**config.mk**
```make
export PLATFORM = sky130hd
export DESIGN_NAME = serdes_core
export DESIGN_NICKNAME = d
export VERILOG_FILES = /design/src/rtl/serdes_pkg.sv /design/src/rtl/serdes_rx.sv /design/src/rtl/serdes_core.sv
export SDC_FILE = /design/constraint.sdc
export NUM_CORES = 1
export LEC_CHECK = 0
export ABC_AREA = 1
export CAP_MARGIN = 0
export CORE_UTILIZATION = 45
export CTS_BUF_LIST = sky130_fd_sc_hd__clkbuf_2
export DETAILED_ROUTE_END_ITERATION = 8
export PLACE_DENSITY = 0.7
export SYNTH_ARGS = -nofsm -noshare
export SYNTH_HDL_FRONTEND = slang
export SYNTH_HIERARCHICAL = 1
export SYNTH_SLANG_ARGS = --single-unit
```
**constraint.sdc**
```tcl
create_clock -name clk -period 1.26 [get_ports clk]
set_input_delay 0.252 -clock clk [delete_from_list [all_inputs] [get_ports clk]]
set_output_delay 0.252 -clock clk [all_outputs]
set_load 0.02 [all_outputs]
```
**src/rtl/serdes_pkg.sv**
```systemverilog
// Shared state encodings and frame helpers for the parametrised serializer/deserializer.
package serdes_pkg;

  typedef enum logic [2:0] {
    TX_IDLE  = 3'd0,
    TX_START = 3'd1,
    TX_DATA  = 3'd2,
    TX_PAR   = 3'd3,
    TX_STOP  = 3'd4
  } tx_state_e;

  typedef enum logic [1:0] {
    RX_IDLE = 2'd0,
    RX_DATA = 2'd1,
    RX_PAR  = 2'd2,
    RX_STOP = 2'd3
  } rx_state_e;

  localparam int MAX_DATA_W = 32;

  function automatic int frame_len(input int data_w, input int parity_en);
    return data_w + 2 + parity_en;
  endfunction

  function automatic int bit_cnt_w(input int data_w);
    return $clog2(data_w);
  endfunction

  // Even parity over a zero-extended word; the extension bits do not change the XOR.
  function automatic logic even_parity(input logic [MAX_DATA_W-1:0] d);
    return ^d;
  endfunction

endpackage

```
**src/rtl/serdes_rx.sv**
```systemverilog
// Receive side: start detection, data assembly, parity and stop-bit checks.
module serdes_rx
  import serdes_pkg::*;
#(
  parameter int DATA_W    = 8,
  parameter int LSB_FIRST = 1,
  parameter int PARITY_EN = 1
) (
  input  logic              clk,
  input  logic              rst_n,
  input  logic              rx_en,
  input  logic              rx_bit,
  output logic [DATA_W-1:0] rx_data,
  output logic              rx_valid,
  output logic              rx_par_err,
  output logic              rx_frm_err
);

  localparam int              CNT_W    = bit_cnt_w(DATA_W);
  localparam logic [CNT_W-1:0] LAST_BIT = CNT_W'(DATA_W - 1);

  rx_state_e         rx_state_r;
  logic [CNT_W-1:0]  rx_cnt_r;
  logic [DATA_W-1:0] rx_sh_r;
  logic [DATA_W-1:0] rx_shift_s;
  logic              rx_par_mis_r;
  logic [DATA_W-1:0] rx_data_r;
  logic              rx_valid_r;
  logic              rx_par_err_r;
  logic              rx_frm_err_r;

  // Insert the incoming bit so the first received bit ends up in its final position
  always_comb begin
    rx_shift_s = rx_sh_r;
    if (LSB_FIRST != 0) begin
      rx_shift_s = {rx_bit, rx_sh_r[DATA_W-1:1]};
    end else begin
      rx_shift_s = {rx_sh_r[DATA_W-2:0], rx_bit};
    end
  end

  // RX FSM; result registers are loaded in the STOP cycle and flags live for one pulse
  always_ff @(posedge clk or negedge rst_n) begin
    if (!rst_n) begin
      rx_state_r   <= RX_IDLE;
      rx_cnt_r     <= '0;
      rx_sh_r      <= '0;
      rx_par_mis_r <= 1'b0;
      rx_data_r    <= '0;
      rx_valid_r   <= 1'b0;
      rx_par_err_r <= 1'b0;
      rx_frm_err_r <= 1'b0;
    end else begin
      rx_valid_r   <= 1'b0;
      rx_par_err_r <= 1'b0;
      rx_frm_err_r <= 1'b0;
      if (!rx_en) begin
        rx_state_r <= RX_IDLE;
        rx_cnt_r   <= '0;
      end else begin
        case (rx_state_r)
          RX_IDLE: begin
            rx_cnt_r     <= '0;
            rx_par_mis_r <= 1'b0;
            if (!rx_bit) begin
              rx_state_r <= RX_DATA;
            end else begin
              rx_state_r <= RX_IDLE;
            end
          end
          RX_DATA: begin
            rx_sh_r <= rx_shift_s;
            if (rx_cnt_r == LAST_BIT) begin
              rx_cnt_r   <= '0;
              rx_state_r <= (PARITY_EN != 0) ? RX_PAR : RX_STOP;
            end else begin
              rx_cnt_r <= rx_cnt_r + CNT_W'(1);
            end
          end
          RX_PAR: begin
            rx_par_mis_r <= rx_bit ^ even_parity(MAX_DATA_W'(rx_sh_r));
            rx_state_r   <= RX_STOP;
          end
          RX_STOP: begin
            rx_valid_r   <= 1'b1;
            rx_data_r    <= rx_sh_r;
            rx_par_err_r <= rx_par_mis_r;
            rx_frm_err_r <= ~rx_bit;
            rx_state_r   <= RX_IDLE;
          end
          default: begin
            rx_state_r <= RX_IDLE;
            rx_cnt_r   <= '0;
          end
        endcase
      end
    end
  end

  assign rx_data    = rx_data_r;
  assign rx_valid   = rx_valid_r;
  assign rx_par_err = rx_par_err_r;
  assign rx_frm_err = rx_frm_err_r;

endmodule

```
**src/rtl/serdes_core.sv**
```systemverilog
// Framed one-bit-per-clock serializer with loopback-capable deserializer.
module serdes_core
  import serdes_pkg::*;
#(
  parameter int DATA_W    = 8,
  parameter int LSB_FIRST = 1,
  parameter int PARITY_EN = 1
) (
  input  logic              clk,
  input  logic              rst_n,
  input  logic [DATA_W-1:0] tx_data,
  input  logic              tx_valid,
  output logic              tx_ready,
  output logic              ser_out,
  input  logic              ser_in,
  input  logic              rx_en,
  input  logic              loopback,
  output logic [DATA_W-1:0] rx_data,
  output logic              rx_valid,
  output logic              rx_par_err,
  output logic              rx_frm_err
);

  localparam int               CNT_W    = bit_cnt_w(DATA_W);
  localparam logic [CNT_W-1:0] LAST_BIT = CNT_W'(DATA_W - 1);

  tx_state_e         tx_state_r;
  logic [DATA_W-1:0] tx_sh_r;
  logic [DATA_W-1:0] tx_shift_s;
  logic              tx_head_s;
  logic [CNT_W-1:0]  tx_cnt_r;
  logic              tx_par_r;
  logic              tx_ready_r;
  logic              tx_accept_s;
  logic              tx_line_nxt_s;
  logic              tx_line_r;
  logic              ser_out_r;
  logic              rx_line_s;
  logic              rx_sync_r;

  assign tx_accept_s = tx_valid & tx_ready_r;
  assign rx_line_s   = loopback ? tx_line_r : ser_in;

  // Next bit to leave the shift register, and the register after it has left
  always_comb begin
    tx_head_s  = 1'b1;
    tx_shift_s = tx_sh_r;
    if (LSB_FIRST != 0) begin
      tx_head_s  = tx_sh_r[0];
      tx_shift_s = {1'b0, tx_sh_r[DATA_W-1:1]};
    end else begin
      tx_head_s  = tx_sh_r[DATA_W-1];
      tx_shift_s = {tx_sh_r[DATA_W-2:0], 1'b0};
    end
  end

  // Line value for the next cycle, decoded from the current TX state
  always_comb begin
    tx_line_nxt_s = 1'b1;
    case (tx_state_r)
      TX_IDLE, TX_STOP: begin
        if (tx_accept_s) begin
          tx_line_nxt_s = 1'b0;
        end else begin
          tx_line_nxt_s = 1'b1;
        end
      end
      TX_START: tx_line_nxt_s = tx_head_s;
      TX_DATA: begin
        if (tx_cnt_r == LAST_BIT) begin
          tx_line_nxt_s = (PARITY_EN != 0) ? tx_par_r : 1'b1;
        end else begin
          tx_line_nxt_s = tx_head_s;
        end
      end
      TX_PAR:  tx_line_nxt_s = 1'b1;
      default: tx_line_nxt_s = 1'b1;
    endcase
  end

  // TX FSM; an accept in STOP chains straight into the next START
  always_ff @(posedge clk or negedge rst_n) begin
    if (!rst_n) begin
      tx_state_r <= TX_IDLE;
      tx_sh_r    <= '0;
      tx_cnt_r   <= '0;
      tx_par_r   <= 1'b0;
      tx_ready_r <= 1'b1;
    end else begin
      case (tx_state_r)
        TX_IDLE, TX_STOP: begin
          tx_cnt_r <= '0;
          if (tx_accept_s) begin
            tx_state_r <= TX_START;
            tx_sh_r    <= tx_data;
            tx_par_r   <= even_parity(MAX_DATA_W'(tx_data));
            tx_ready_r <= 1'b0;
          end else begin
            tx_state_r <= TX_IDLE;
            tx_ready_r <= 1'b1;
          end
        end
        TX_START: begin
          tx_state_r <= TX_DATA;
          tx_sh_r    <= tx_shift_s;
          tx_ready_r <= 1'b0;
        end
        TX_DATA: begin
          tx_sh_r <= tx_shift_s;
          if (tx_cnt_r == LAST_BIT) begin
            tx_cnt_r <= '0;
            if (PARITY_EN != 0) begin
              tx_state_r <= TX_PAR;
              tx_ready_r <= 1'b0;
            end else begin
              tx_state_r <= TX_STOP;
              tx_ready_r <= 1'b1;
            end
          end else begin
            tx_cnt_r   <= tx_cnt_r + CNT_W'(1);
            tx_ready_r <= 1'b0;
          end
        end
        TX_PAR: begin
          tx_state_r <= TX_STOP;
          tx_ready_r <= 1'b1;
        end
        default: begin
          tx_state_r <= TX_IDLE;
          tx_cnt_r   <= '0;
          tx_ready_r <= 1'b1;
        end
      endcase
    end
  end

  // Internal line, pin driver (forced idle in loopback) and the single RX input flop
  always_ff @(posedge clk or negedge rst_n) begin
    if (!rst_n) begin
      tx_line_r <= 1'b1;
      ser_out_r <= 1'b1;
      rx_sync_r <= 1'b1;
    end else begin
      tx_line_r <= tx_line_nxt_s;
      ser_out_r <= loopback | tx_line_nxt_s;
      rx_sync_r <= rx_line_s;
    end
  end

  assign tx_ready = tx_ready_r;
  assign ser_out  = ser_out_r;

  serdes_rx #(
    .DATA_W   (DATA_W),
    .LSB_FIRST(LSB_FIRST),
    .PARITY_EN(PARITY_EN)
  ) u_rx (
    .clk       (clk),
    .rst_n     (rst_n),
    .rx_en     (rx_en),
    .rx_bit    (rx_sync_r),
    .rx_data   (rx_data),
    .rx_valid  (rx_valid),
    .rx_par_err(rx_par_err),
    .rx_frm_err(rx_frm_err)
  );

endmodule

```
pinout.png
Scale: 6 px per um. Pins as bars across the die edge, other pins in gray.
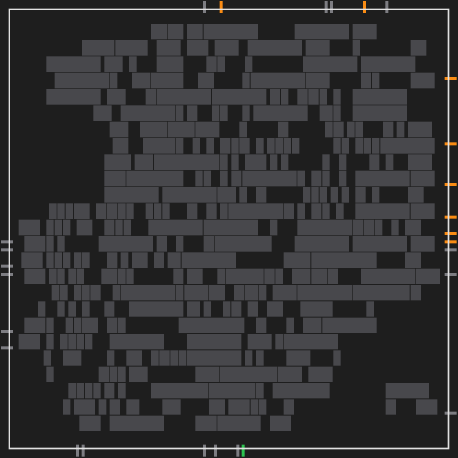
Key: green = loopback [pins 1, direction input, edge bottom]; orange = rx_data [pins 8, direction output, edge 6 right, 2 top]
Die Height: 73.0 um
Port Buffers: 26
die width: 73.0 um

==> impl_metrics.ini <==
; implementation run metrics
[cts]
cts_sinks = 44
cts_tree = done
clk_pin_slew_ns = 0.24
htree_levels = 2
root_buffer = clkbuf_2
clockBufferDepth = 2
clock.latency.late_pin_ns = 0.42
cts_hold_repair.buffers = 1
cts_made_buffers = 5
post_cts_resized = 74
postCtsSetupRepairBufs = 5

[finish]
instances_no_fill = 385
layout-drive-gt1-share_pct = 27.0
area_growth_pct = 29.5
finalInstanceArea_sq_um = 2940
antenna_cells = 0
final_nets = 340
post-route-util_pct = 61.3

[yosys]
postSynthAreaPerCell_sq_um = 8.52
synth_cell_types = 30
syn_inst = 266
fp_nets = 289
ys.flops = 44
yosys_warnings = 6
syn_area_sq_um = 2270
ys_seq_share_pct = 48.8
ys_cells = 266
ys_area_sq_um = 2270

[routing]
wirelength_met1_mm = 1.94
dr.pass1.iters = 4
dr.first_iter.drc_count = 93
drt-wirelength-per-cell_um = 10.5
vias = 1779
top_layer = met4
postRouteAntennaNets = 0
dr_wl_met2_mm = 1.94
drcViolationCount = 0
wl_met3_um = 108
routed_via_density = 4.62

[global_route]
grt.met1_usage_pct = 20.4
grt_overflow = 0
grt_antenna_before_repair = 0
grt_max_degree = 45
grt_pass1_vias = 1649
use_met3_pct = 4.56
grt_busiest_layer = met2
grt_pass1_wl_mm = 6.89
use_met2_pct = 29.1

[final_timing]
fmax_mhz = 742
tightestPinTransition_ns = 0.337
setup_viol = 4
maxSlewViolCount = 0
clock_skew_ns = 0.0285
min_period_ns = 1.35
fin_crit_sh_pct = 107
rsz0062_at_grt = true
timing.slew.headroom_pct = 77.4
fin_setup_tns_ns = -0.183
hold_viol = 0
hold_slack_ns = 0.291
setup_ws_ns = -0.0876

[floorplanning]
initial_utilization_pct = 47.3
num_rows = 25
die_area_sq_um = 5320
io_pins = 27
core_sq_um = 4790

[critical_path]
cp.arrival_ns = 1.10
cp-start-kind = register
slowest_stage = dfstp_2
worstPathRequired_ns = 1.01
cp_cell_sequence = buf_6
path_buffers = 1
path_delay_family = flip-flops
path_max_fanout = 2
critPathCaptureType = output port
crit_type = register to output port
max_stage_delay_ns = 0.58

[outcome]
violations = negative setup slack
status = finished, violations left

[place]
dp.cells = 369
hpwlAfterDp_mm = 2.75
place_congestion = 0.760
dp_slack_ns = -0.159
place_area_sq_um = 2690

[job]
drv_cap = 0
warnings = 32

[min_path]
hold_class = input port to asynchronous set/reset pin

[pwr]
p_per_area_nw_per_um2 = 2230
p_total_mw = 6.54
worst_ir_drop_vdd_v = 0.000804
leakage_nw = 1.54
route_heat.png
Scale: 4 px per um. 15 x 15 tiles, from dark blue (low) to red (high), scaled to the fullest tile. Values are wire area over tile area, all layers added.
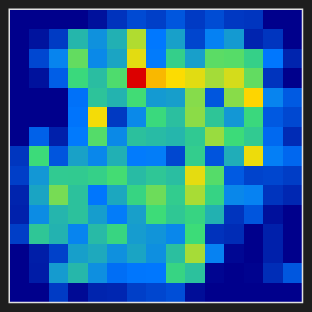
13% of the tiles are over half the peak. The emptiest ninth of the die: bottom right. 16% of the tiles are nearly empty.
Final Routed Wirelength: 4.04 mm
GRT Util Overall: 16.9%

registers in the layout, summed over array words and instances, names as in the netlist, 2 cells and up:
signal	cells
tx_state_r	3
u_rx/rx_sh_r	8
tx_sh_r	8
tx_cnt_r	3
u_rx/rx_state_r	2
u_rx/rx_data	8
u_rx/rx_cnt_r	3
logic make-up (layout without fill, tap and decap cells):
family                   Yosys count  in the layout  share of synthesized area [%]
AND/OR/NAND/NOR                  121            122                           24.7
flip-flops                        44             44                           48.8
adder cells (fa/ha/maj)            9              9                           4.97
buffers and inverters             47             98                           9.44
XOR/XNOR                           2              2                          0.773
AND-OR/OR-AND                     43             43                           11.3
cells in the mapped netlist:
master / n / area (sq um)
nor3b_2: 1 / 12.5
nor2_4: 1 / 11.3
or2_4: 1 / 8.76
buf_8: 1 / 15.0
dfrtp_1: 40 / 1000
nor2_1: 7 / 26.3
xnor2_1: 1 / 8.76
a22o_1: 4 / 35.0
buf_2: 1 / 5.00
inv_4: 1 / 6.26
nand2_4: 4 / 45.0
o21ai_0: 20 / 100
nand3_4: 1 / 17.5
nor3_1: 1 / 5.00
o21ai_2: 4 / 35.0
nand4_4: 1 / 21.3
nor2_2: 1 / 6.26
inv_1: 37 / 139
nand4_1: 1 / 6.26
o2111ai_2: 1 / 15.0
dfstp_2: 4 / 105
nand2_1: 91 / 342
inv_2: 4 / 15.0
o22ai_1: 1 / 6.26
nand2_2: 2 / 12.5
nand3_1: 9 / 45.0
ha_1: 9 / 113
xor2_1: 1 / 8.76
buf_6: 3 / 33.8
o21ai_1: 13 / 65.1
area by class of cell:
class,instances,area (sq um)
clock buffer,5,25.0
clock inverter,3,90.1
fill,433,1850
inverter,42,165
multi-input combinational,176,1020
sequential,44,1110
tap,67,83.8
timing repair buffer,48,445
power by group:
part           internal, mW  leakage [nW]  switching, mW  total (mW)
Combinational          1.30         0.907           1.73        3.03
Sequential             1.96         0.569          0.359        2.32
Clock                 0.733        0.0632          0.457        1.19
final timing paths:
check / from / endpoint / slack (ns) / cells past startpoint
worst max-delay path: tx_ready / tx_ready / -0.09 / 1
worst min-delay path: rst_n / u_rx/rx_sh_r[5] / 0.29 / 3
worst max register to register: u_rx/rx_cnt_r[0] / u_rx/rx_state_r[0] / -0.04 / 5
worst min register to register: u_rx/rx_cnt_r[0] / u_rx/rx_cnt_r[0] / 0.51 / 1
max in group asynchronous: rst_n / rx_sync_r / 0.68 / 3
min in group clk: ser_in / rx_sync_r / 0.37 / 3
cells in the final DEF, fill, tap and decap left out, types with 2 or more instances in the layout:
cell type / synthesis / layout
clkbuf_2: 0 / 5
nor2_1: 7 / 6
ha_2: 0 / 4
buf_4: 0 / 20
nand2_2: 2 / 3
a22o_1: 4 / 4
clkdlybuf4s50_1: 0 / 12
o21ai_1: 13 / 16
inv_1: 37 / 33
nand3_1: 9 / 7
nand3_2: 0 / 2
nand2_1: 91 / 90
bufinv_16: 0 / 3
buf_2: 1 / 2
dfstp_2: 4 / 4
nor2_4: 1 / 3
buf_6: 3 / 12
ha_1: 9 / 4
dfrtp_1: 40 / 38
dfrtp_2: 0 / 2
o21ai_0: 20 / 16
inv_2: 4 / 8
nand2_4: 4 / 4
o21ai_2: 4 / 5
Power and IR drop assume default switching activity.
